==> config.mk <==
export PLATFORM = sky130hd
export DESIGN_NAME = general
export DESIGN_NICKNAME = d
export VERILOG_FILES = /design/src/rtl/general.sv
export SDC_FILE = /design/constraint.sdc
export NUM_CORES = 1
export LEC_CHECK = 0
export CORE_MARGIN = 2
export CORE_UTILIZATION = 52
export DETAILED_ROUTE_END_ITERATION = 12
export PLACE_DENSITY = 0.83
export SYNTH_ARGS = -nofsm -noshare
export SYNTH_HDL_FRONTEND = slang
export SYNTH_SLANG_ARGS = --single-unit
==> constraint.sdc <==
create_clock -name clk -period 3 [get_ports clk]
set_input_delay 0.6 -clock clk [delete_from_list [all_inputs] [get_ports clk]]
set_output_delay 0.6 -clock clk [all_outputs]
set_load 0.1 [all_outputs]
==> src/rtl/general.sv <==
// rtl/general.sv - sequential 8x8 signed radix-2 Booth multiplier; GENERAL_OUTPUT_GATE_EN gates Producto to DONE only
module general (
  input  logic        clk,
  input  logic        rst,
  input  logic [7:0]  DP_B,
  input  logic [7:0]  DP_Q,
  output logic [2:0]  ready,
  output logic [16:0] Producto
);

  typedef enum logic [2:0] {
    S_IDLE  = 3'b000,
    S_LOAD  = 3'b001,
    S_EVAL  = 3'b010,
    S_SHIFT = 3'b011,
    S_DONE  = 3'b100
  } state_t;

  state_t      r_state;
  logic [8:0]  r_a;
  logic [7:0]  r_m;
  logic [7:0]  r_q;
  logic        r_q_1;
  logic [3:0]  r_count;

  // A is one bit wider than M so that M = -128 negates without overflow
  logic [8:0]  w_m_ext;
  logic [8:0]  w_a_add;
  logic [8:0]  w_a_sub;
  logic [3:0]  w_count_next;
  logic [16:0] w_product;

  assign w_m_ext      = {r_m[7], r_m};
  assign w_a_add      = r_a + w_m_ext;
  assign w_a_sub      = r_a - w_m_ext;
  assign w_count_next = r_count - 4'd1;
  assign w_product    = {r_a[7:0], r_q, r_q_1};

  always_ff @(posedge clk or negedge rst) begin
    if (!rst) begin
      r_state <= S_IDLE;
      r_a     <= '0;
      r_m     <= '0;
      r_q     <= '0;
      r_q_1   <= 1'b0;
      r_count <= '0;
    end else begin
      case (r_state)
        S_IDLE: r_state <= S_LOAD;
        S_LOAD: begin
          r_m     <= DP_B;
          r_q     <= DP_Q;
          r_a     <= '0;
          r_q_1   <= 1'b0;
          r_count <= 4'd8;
          r_state <= S_EVAL;
        end
        S_EVAL: begin
          case ({r_q[0], r_q_1})
            2'b10:   r_a <= w_a_sub;
            2'b01:   r_a <= w_a_add;
            default: r_a <= r_a;
          endcase
          r_state <= S_SHIFT;
        end
        S_SHIFT: begin
          {r_a, r_q, r_q_1} <= {r_a[8], r_a, r_q};
          r_count <= w_count_next;
          r_state <= (w_count_next != 4'd0) ? S_EVAL : S_DONE;
        end
        S_DONE:  r_state <= S_DONE;
        default: r_state <= S_IDLE;
      endcase
    end
  end

  assign ready = r_state;

`ifdef GENERAL_OUTPUT_GATE_EN
  assign Producto = (r_state == S_DONE) ? w_product : 17'd0;
`else
  assign Producto = w_product;
`endif

endmodule

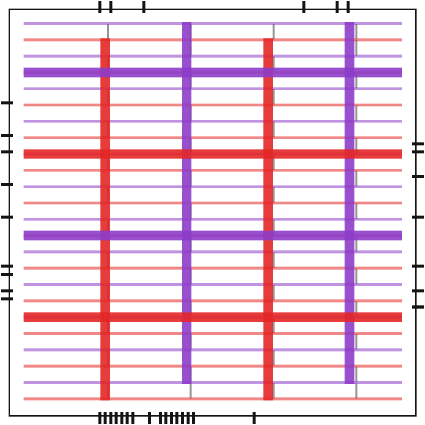
(PDN straps and rails)
Drawn at 6 px/um. Pins as bars on the die edge. Tap cells in grey.
[VSS] red
[VDD] purple
met4 straps: 4
rows: 23

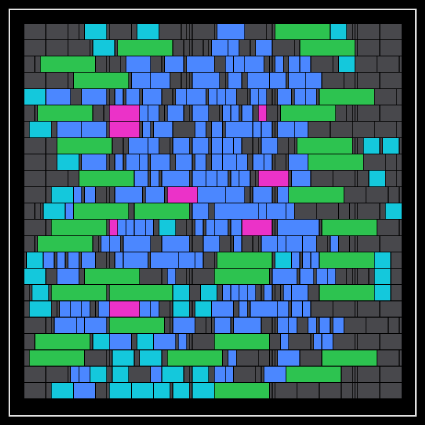
(placed cells, one colour a class)
Drawn at 6 px/um. Fill, decap, tap and diode cells in grey.
[clock drivers and dummy loads] magenta | cells: 8 | share of their area: 3.7%
[all other logic] blue | cells: 181 | share of their area: 48%
[flip-flops] green | cells: 33 | share of their area: 34%
[other buffers and delay cells] cyan | cells: 41 | share of their area: 14%

==> metrics.yaml <==
status: "finished clean"
yosys_cells: 230
finalHoldViolCount: 0
antenna_found_initial: 0
vias: 1723
clk_pin_slew_worst_paths_ns: 0.07
grt_pass1_wl_um: 7220
rows: 23
cap_violations: 0
dr.first_iter.drc_count: 120
grt_setup_unrepaired: "false"
min-delay-start: "r_q[7]$_DFFE_PN0P_"
r2r_end: "r_a[8]$_DFFE_PN0P_"
die_height_um: 67.5
fp.dieW_um: 67.5
htree_levels: 2
dieArea_sq_mm: 0.00456
dp.final_hpwl_um: 3140
postRouteAntennaNets: 0
track_usage_pct: 21.0
slew_violations: 0
final_util_pct: 63.6
synth.area.top_cells: "dfrtp_1, ha_1, o21ai_0"
synth.net_count: 261
arrival_ns: 2.92
skew_ns: 0.00403
flop_cell: "dfrtp_1"
cts_buffers: 5
fin_crit_sh_pct: 90.1
tns_ns: 0
reg2regPathDepth: 10
drc: 0
worst-path-max-fanout: 3
vdd_drop_max_mv: 0.557
ys_warn_count: 0
async_reset_ff_share_pct: 100
most_common_cell: "dfrtp_1"
period_needed_ns: 2.70
synth-edff-count: 0
fmax_ghz: 0.370
common_cells: "dfrtp_1, nand2_1, o21ai_0"
r2r-start: "r_q[0]$_DFFE_PN0P_"
vias_per_cell: 5.50
slew_headroom_pct: 51.1
==> where the power goes <==
| group | switching [W] | internal (W) | total, W |
|---|---|---|---|
| registers | 0.000116 | 0.000548 | 0.000664 |
| clock network | 0.000158 | 0.000187 | 0.000345 |
| logic | 0.000987 | 0.000358 | 0.00135 |
==> routing by layer <==
metal  part of all wire [%]  GRT usage [%]  vias up
met2                     47           32.6       41
met1                     47           28.9      810
met3                    5.0           4.50        4
li1                       -              -      868
met5                      0              0        -
met4                   0.98           7.40        0
==> kinds of logic (layout without fill, tap and decap cells) <==
logic type	Yosys count	after routing	synth area share, %
compound gates	62	62	18.6
xor+xnor	9	9	3.76
fa+ha+maj	13	13	8.11
buf+inv	29	62	6.92
flops	33	33	39.4
mux	16	16	8.05
simple gates	68	68	15.2
==> critical path, stage by stage, from the launching register on <==
cell and delay (ns):
dfrtp_4 0.41, inv_1 0.05, ha_1 0.21, mux2_2 0.25, inv_1 0.05, fa_1 0.43
nand2b_1 0.18, a21oi_1 0.24, o21ai_0 0.22, or4_1 0.50, nand4_1 0.10
==> sequential cells by signal (all words and copies together) (netlist names) <==
signal and count:
r_q 8, r_m 8, r_a 9, r_q_1 1, ready 3, r_count 4
==> metrics by stage <==
| stage | area, sq um | std cells | total power [W] | setup slack, ns |
|---|---|---|---|---|
| 2_1_floorplan | 2100 | 230 | 0.00180 | 0.0590 |
| 3_3_place_gp | 2420 | 305 | 0.00199 | 0.435 |
| 3_5_place_dp | 2420 | 305 | 0.00201 | 0.318 |
| 4_1_cts | 2510 | 313 | 0.00236 | 0.297 |
| 5_1_grt | 2510 | 313 | 0.00248 | 0.0994 |
| 6_report | 2510 | 313 | 0.00235 | 0.297 |
==> layout by cell type, fill, tap and decap left out, types with 3 or more instances in the layout <==
| cell | n |
|---|---|
| a211oi_1 | 3 |
| a21o_1 | 3 |
| a21oi_1 | 9 |
| a22o_1 | 3 |
| a22oi_1 | 4 |
| buf_4 | 24 |
| clkbuf_8 | 6 |
| clkdlybuf4s50_1 | 17 |
| dfrtp_1 | 32 |
| ha_1 | 12 |
| inv_1 | 13 |
| mux2_2 | 7 |
| mux2i_1 | 9 |
| nand2_1 | 26 |
| nand2b_1 | 6 |
| nor2_1 | 19 |
| nor3_1 | 9 |
| o21ai_0 | 26 |
| o31ai_1 | 3 |
| xor2_1 | 9 |
==> area by class of cell <==
class,count,area share (%)
well taps,50,2.49
flip-flops and latches,33,33.1
repair buffers,41,14.0
inverters,13,1.95
clock buffers,8,3.59
multi-input cells,168,44.9
==> worst min path at each step <==
stage / end / slack [ns] / cells past startpoint
after global routing: r_q[6]$_DFFE_PN0P_ / 0.55 / 2
after global placement: r_q[5]$_DFFE_PN0P_ / 0.50 / 2
final: r_q[7]$_DFFE_PN0P_ / 0.52 / 2
after detailed placement: r_q[3]$_DFFE_PN0P_ / 0.50 / 2
after floorplan: r_a[0]$_DFFE_PN0P_ / 0.30 / 0
after CTS: r_q[5]$_DFFE_PN0P_ / 0.53 / 2
No activity file was given, so power comes from the tool's default toggle rates.
